### src/rtl/jpegls_pipe_pkg.sv
// Shared definitions for the JPEG-LS inter-stage register bank.
// - Context payload field widths and packing offsets (LSB-relative).
// - stage_payload_t: packed view of the DATA_W payload word.
// - PAYLOAD_W: payload width, derived as the sum of the field widths.
// - Control-lane bit indices for the never-stalling control signals.
package jpegls_pipe_pkg;

  localparam int Q_W      = 9;
  localparam int A_W      = 10;
  localparam int B_W      = 7;
  localparam int C_W      = 7;
  localparam int N_W      = 6;
  localparam int NN_W     = 6;
  localparam int TEMP_W   = 4;
  localparam int J_W      = 5;
  localparam int RESID_W  = 8;
  localparam int MODE_W   = 1;
  localparam int RUN_ST_W = 1;

  localparam int PAYLOAD_W = Q_W + A_W + B_W + C_W + N_W + NN_W + TEMP_W
                           + J_W + RESID_W + MODE_W + RUN_ST_W;

  localparam int OFF_RUN_ST = 0;
  localparam int OFF_MODE   = OFF_RUN_ST + RUN_ST_W;
  localparam int OFF_RESID  = OFF_MODE   + MODE_W;
  localparam int OFF_J      = OFF_RESID  + RESID_W;
  localparam int OFF_TEMP   = OFF_J      + J_W;
  localparam int OFF_NN     = OFF_TEMP   + TEMP_W;
  localparam int OFF_N      = OFF_NN     + NN_W;
  localparam int OFF_C      = OFF_N      + N_W;
  localparam int OFF_B      = OFF_C      + C_W;
  localparam int OFF_A      = OFF_B      + B_W;
  localparam int OFF_Q      = OFF_A      + A_W;

  // Field order matches the offsets above: q is the MSB field.
  typedef struct packed {
    logic [Q_W-1:0]      q;
    logic [A_W-1:0]      a;
    logic [B_W-1:0]      b;
    logic [C_W-1:0]      c;
    logic [N_W-1:0]      n;
    logic [NN_W-1:0]     nn;
    logic [TEMP_W-1:0]   temp;
    logic [J_W-1:0]      j;
    logic [RESID_W-1:0]  residual;
    logic [MODE_W-1:0]   mode;
    logic [RUN_ST_W-1:0] run_st;
  } stage_payload_t;

  localparam int CTRL_LANE_W     = 3;
  localparam int CTRL_START_ENC  = 0;
  localparam int CTRL_DO_RUN_ENC = 1;
  localparam int CTRL_DO_RUN_ADJ = 2;

endpackage

### src/rtl/jpegls_skid_fifo2.sv
// Two-entry input skid FIFO.
// - push_*: upstream side; push_ready depends only on the count register
//   (and reset), so there is no combinational path from pop_ready.
// - pop_*: head entry, feeds pipeline stage 0.
// - flush empties the FIFO; entry contents are left as don't-care.
module jpegls_skid_fifo2 #(
  parameter int W = 8
) (
  input  logic         clk,
  input  logic         reset,
  input  logic         flush,
  input  logic         push_valid,
  output logic         push_ready,
  input  logic [W-1:0] push_data,
  output logic         pop_valid,
  input  logic         pop_ready,
  output logic [W-1:0] pop_data
);

  logic [1:0]   count;
  logic [W-1:0] ent0, ent1;
  logic         push, pop;

  // A pop while full does not reopen the input until the next cycle.
  assign push_ready = reset && (count != 2'd2);
  assign push       = push_valid && push_ready;
  assign pop_valid  = (count != 2'd0);
  assign pop        = pop_valid && pop_ready;
  assign pop_data   = ent0;

  always_ff @(posedge clk) begin
    if (!reset) begin
      count <= 2'd0;
      ent0  <= '0;
      ent1  <= '0;
    end else begin
      if (pop) begin
        if (count == 2'd2)  ent0 <= ent1;
        else if (push)      ent0 <= push_data;
      end else if (push) begin
        if (count == 2'd0)  ent0 <= push_data;
        else                ent1 <= push_data;
      end
      if (flush) count <= 2'd0;
      else       count <= count + {1'b0, push} - {1'b0, pop};
    end
  end

endmodule

### src/rtl/jpegls_pipe_stage.sv
// Flow-controlled inter-stage register bank for the JPEG-LS encoder.
// - in_*: valid/ready payload input with eof and an ungated control lane.
// - out_*: head beat of the pipe; out_ctrl is in_ctrl delayed DEPTH cycles.
// - flush: drops every in-flight beat, including one handshaked this cycle.
// - occupancy: beats held in skid + stages; eof_done: registered pulse one
//   cycle after an eof beat leaves.
module jpegls_pipe_stage
  import jpegls_pipe_pkg::*;
#(
  parameter int DATA_W = PAYLOAD_W,
  parameter int CTRL_W = CTRL_LANE_W,
  parameter int DEPTH  = 2,
  parameter int SKID   = 1
) (
  input  logic                         clk,
  input  logic                         reset,
  input  logic                         in_valid,
  output logic                         in_ready,
  input  logic [DATA_W-1:0]            in_data,
  input  logic                         in_eof,
  input  logic [CTRL_W-1:0]            in_ctrl,
  input  logic                         flush,
  output logic                         out_valid,
  input  logic                         out_ready,
  output logic [DATA_W-1:0]            out_data,
  output logic                         out_eof,
  output logic [CTRL_W-1:0]            out_ctrl,
  output logic [$clog2(DEPTH+3)-1:0]   occupancy,
  output logic                         eof_done
);

  localparam int OCC_W = $clog2(DEPTH+3);

  logic [DEPTH:0]                  rdy;
  logic [DEPTH-1:0]                vld_pipe;
  logic [DEPTH-1:0][DATA_W-1:0]    dat_pipe;
  logic [DEPTH-1:0]                eof_pipe;
  logic [DEPTH-1:0][CTRL_W-1:0]    ctrl_pipe;

  logic              s0_valid, s0_eof;
  logic [DATA_W-1:0] s0_data;
  logic              accept, emit;

  // ---- stage-0 source: skid FIFO head or the raw input ----
  if (SKID != 0) begin : g_skid
    logic [DATA_W:0] head;
    jpegls_skid_fifo2 #(.W(DATA_W+1)) u_skid (
      .clk       (clk),
      .reset     (reset),
      .flush     (flush),
      .push_valid(in_valid),
      .push_ready(in_ready),
      .push_data ({in_eof, in_data}),
      .pop_valid (s0_valid),
      .pop_ready (rdy[0]),
      .pop_data  (head)
    );
    assign s0_eof  = head[DATA_W];
    assign s0_data = head[DATA_W-1:0];
  end else begin : g_noskid
    assign in_ready = reset && rdy[0];
    assign s0_valid = in_valid;
    assign s0_data  = in_data;
    assign s0_eof   = in_eof;
  end

  // ---- bubble-collapsing payload stages ----
  assign rdy[DEPTH] = out_ready;

  for (genvar i = 0; i < DEPTH; i++) begin : g_stage
    logic              src_v, src_e, v_q, e_q;
    logic [DATA_W-1:0] src_d, d_q;

    if (i == 0) begin : g_first
      assign src_v = s0_valid;
      assign src_d = s0_data;
      assign src_e = s0_eof;
    end else begin : g_next
      assign src_v = vld_pipe[i-1];
      assign src_d = dat_pipe[i-1];
      assign src_e = eof_pipe[i-1];
    end

    assign rdy[i] = !v_q || rdy[i+1];

    always_ff @(posedge clk) begin
      if (!reset) begin
        v_q <= 1'b0;
        d_q <= '0;
        e_q <= 1'b0;
      end else if (flush) begin
        v_q <= 1'b0;
      end else if (rdy[i]) begin
        v_q <= src_v;
        d_q <= src_d;
        e_q <= src_e;
      end
    end

    assign vld_pipe[i] = v_q;
    assign dat_pipe[i] = d_q;
    assign eof_pipe[i] = e_q;
  end

  assign out_valid = vld_pipe[DEPTH-1];
  assign out_data  = dat_pipe[DEPTH-1];
  assign out_eof   = eof_pipe[DEPTH-1];

  // ---- control lane: advances every cycle, blind to handshake/flush ----
  always_ff @(posedge clk) begin
    if (!reset) begin
      ctrl_pipe <= '0;
    end else begin
      ctrl_pipe[0] <= in_ctrl;
      for (int i = 1; i < DEPTH; i++) ctrl_pipe[i] <= ctrl_pipe[i-1];
    end
  end
  assign out_ctrl = ctrl_pipe[DEPTH-1];

  // ---- occupancy and eof drain pulse ----
  assign accept = in_valid && in_ready;
  assign emit   = out_valid && out_ready;

  always_ff @(posedge clk) begin
    if (!reset) begin
      occupancy <= '0;
      eof_done  <= 1'b0;
    end else begin
      if (flush) occupancy <= '0;
      else       occupancy <= occupancy + {{(OCC_W-1){1'b0}}, accept}
                                        - {{(OCC_W-1){1'b0}}, emit};
      // The beat has left the pipe, so flush does not cancel the pulse.
      eof_done <= emit && out_eof;
    end
  end

endmodule

### config.mk
export PLATFORM = sky130hd
export DESIGN_NAME = jpegls_pipe_stage
export DESIGN_NICKNAME = d
export VERILOG_FILES = /design/src/rtl/jpegls_pipe_pkg.sv /design/src/rtl/jpegls_skid_fifo2.sv /design/src/rtl/jpegls_pipe_stage.sv
export SDC_FILE = /design/constraint.sdc
export NUM_CORES = 1
export LEC_CHECK = 0
export CORE_MARGIN = 3
export CORE_UTILIZATION = 57
export CTS_BUF_LIST = sky130_fd_sc_hd__clkbuf_8
export DETAILED_ROUTE_END_ITERATION = 8
export PLACE_DENSITY = 0.89
export SLEW_MARGIN = 0
export SYNTH_ARGS = -nofsm -noshare
export SYNTH_HDL_FRONTEND = slang
export SYNTH_SLANG_ARGS = --single-unit
export TNS_END_PERCENT = 30
### constraint.sdc
create_clock -name clk -period 2.3 [get_ports clk]
set_input_delay 0.345 -clock clk [delete_from_list [all_inputs] [get_ports clk]]
set_output_delay 0.345 -clock clk [all_outputs]
set_load 0.02 [all_outputs]
==> images/pinout.png <==
Drawn at 2 px/um. Pins as bars across the die edge, other pins in gray.
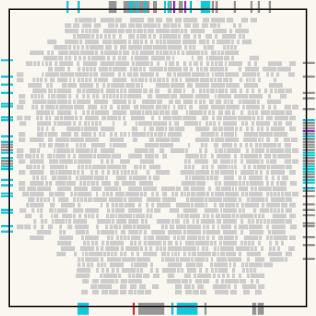
legend:
  purple:
    port: occupancy
    pins: 3
    direction: output
    edge: 2 north, 1 east
  cyan:
    port: in_data
    pins: 64
    direction: input
    edge: 22 west, 18 south, 14 north, 10 east
  red:
    port: flush
    pins: 1
    direction: input
    edge: south
all pins by edge: 41 north, 40 east, 39 south, 27 west

==> images/util_map.png <==
Drawn at 2 px/um. The die is cut into 15 by 15 equal tiles; black is low, pale yellow is high, 0 to 100% covered.
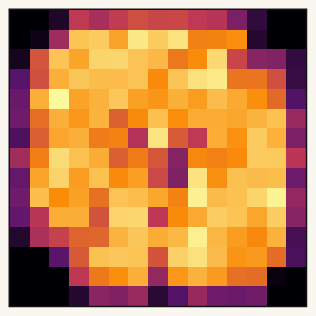
nearly empty tiles: 8.0%
fullest tile: 99%
emptiest ninth of the die: south-west
tiles over 75% full: 48%
CORE AREA: 19600 sq um
fp_density: 0.585
final core area utilization: 0.699

==> Changelog: implementation <==
## Implementation

- Run status: complete, no violations
- Tap cell count: 265
- Worst Hold Margin: 0.242 ns
- Count of inverters other than clock inverters in the layout: 69
- Most common logic cells in the final layout: dfxtp_1, a21oi_1, nand3_1
- Number of pins with negative max-slew slack in the final report: 0
- Sequential fraction of the synthesis area: 0.478
- Routed length on met1: 12100 um
- Type of the worst setup path: reg2out
- Count of multi-input gates: 826
- Summed area of non-filler cells in the final layout: 13700 sq um
- Share of flip-flops with an asynchronous set or reset after synthesis: 0
- Reg-to-reg startpoint: out_valid
- Cell taking the most area after synthesis: dfxtp_1
- Power share of the clock group: 0.381
- Area fraction in full adders, half adders and majority gates: 0.00393
- Global routing met1 resource utilization: 0.336
- Number of warnings in the stage logs: 32
- CP endpoint: out_valid
- Clock sink count: 274
- Std-Cell Rows: 51
- Final total negative setup slack: 0 ns
- IO Count: 147
- Cell type taking the most area: registers
- Combinational share of power: 0.112
- Leading power group: sequential cells
- Multiplexer share of the synthesized area: 0
- Endpoint with the worst hold slack: out_data[41]
- ClkCell Share: 0.0578
- Combinational logic power: 1.13 mW
- Setup repair after global routing missed its margin: no
- Crit path capture type: output port
- Clock tree from TritonCTS: done
- Non-clock buffering overhead: 0.134
- Final setup vio count: 0
- Die span in x: 148 um
- Antenna Violating Nets Remaining: 0
- Average wire length per cell after detail routing: 17.6 um
- Met3 usage in global routing: 0.0417
- Total overflow reported by the global router: 0
- Total chip power: 10.0 mW
- First DRT Iteration DRCs: 1012
- Maximum vdd drop: 0.000482 V
- Placement Cell Area: 12900 sq um
- Fraction of final layout cells sized beyond drive strength 1: 0.106
- Worst reg-to-reg setup slack: 0.38 ns
- Area of the multi-input gates: 4980 sq um
- Min Tclk post-route: 2.12 ns
- DP Wirelength: 17200 um
- Highest routing layer actually used: met4
- Stage delay of the slowest cell on the critical path: 0.73 ns
- Number of instances in the synthesized netlist: 1332
- Worst hold path stage count: 3
- Area fraction in and, or, nand and nor cells after synthesis: 0.103
- Yosys Chip Area: 11500 sq um
- Net count, final: 1465
- Worst reg2reg path endpoint: g_skid.u_skid.count[1]
- Worst Min Path Start: flush
- Routability Congestion: 0.799
- Crit path max-delay family: buffers and inverters
- Buf+Inv Stages, Crit Path: 1
- Non-filler cells in the finished layout: 1676
- Switching Power: 2.54 mW
- Origin of the worst setup path: out_valid
- Peak fanout along the critical path: 8
- Initial antenna violation count: 0
- Number of remaining DRC errors: 0
- Power density of the placed cells: 732 nW/um^2
- Overall die area: 21900 sq um
- Maximum clock rate: 472 MHz
- Sequential group share of total power: 0.507
- Routed wire length: 29500 um
- Parity-gate share of the synthesized area counting xor and xnor cells: 0.00229
- Detailed route wirelength on metal3: 2050 um
- Cell count after placement: 1607
- Clock latency at the later pin of the worst-skew pair: 0.54 ns
- Dominant register cell in the synthesized netlist: dfxtp_1
- Yosys top cell area share: 0.478
- Post-synth net total: 1408
- Least-Margin Pin Slew: 0.873 ns
- Worst Reg2Reg Path Length in Cells: 5
- Count of input and output buffers: 146
- Standby leakage power: 4.71 nW
- Min setup slack post-route: 0.181 ns
- Compound-gate portion of the synthesized area: 0.322
- Power drawn by the clock network: 3.82 mW
- Logic share of the area: 0.364
- Synthesized area divided by synthesized cell count: 8.61 sq um
- Library cell contributing the largest single delay on the critical path: clkdlybuf4s50_1
- Met2 wire length: 14300 um
- Flip-flop and latch share of the layout cell area: 0.401
- Die Y-Extent: 148 um
- P&R area growth vs syn: 19.4%
- Pre-CTS worst setup slack: -0.0127 ns
- Internal power summed over all cells: 7.49 mW
- Most instantiated logic cell after routing: dfxtp_1
- Seq cells post-synth: 274
- H-tree depth reported by CTS: 2
- Endpoint required time on the critical path: 1.96 ns
- Final-layout fill cell count: 1472
- Count of library flops with an enable pin: 0
- Reg clk slew, reported paths: 0.06 ns
- Most frequently used cell type in the post-synthesis netlist: dfxtp_1
- Buffers outside the clock class: 174
- Met2 capacity usage during global routing: 0.437
- Layout Skew: 0.0206 ns
- Detail-routed via count per cell: 6.16
- Post-synth design cell area: 11500 sq um
- Global Route Usage Sum: 0.262
- Count of max-cap constraint violations: 0
- Buffer cell driving the clock tree root: clkbuf_8
- Instance count on the critical path: 1
- Final hold viol count: 0
- Normalized max-slew margin: 0.418
- Num sequential: 274
- CTS hold repair buffers: 0
- Biggest combinational cell group after synthesis: AND-OR/OR-AND gates
- Routed via count: 10329
- First-pass detailed-route iteration total: 9
- Period utilization: 0.921
- Peak-usage layer in the global routing report: met2
- Number of buffers inserted by post-CTS setup repair: 1
- Flip-flop and latch power: 5.08 mW
- Leading cell types by total area after synthesis: dfxtp_1, a21oi_1, nand3_1
- Via count of the first global-routing pass: 9782
- Clock buffer count: 53
- Quantity of gates resized following cts: 1
- Number of antenna diodes: 0
No activity file was given, so power comes from the tool's default toggle rates.
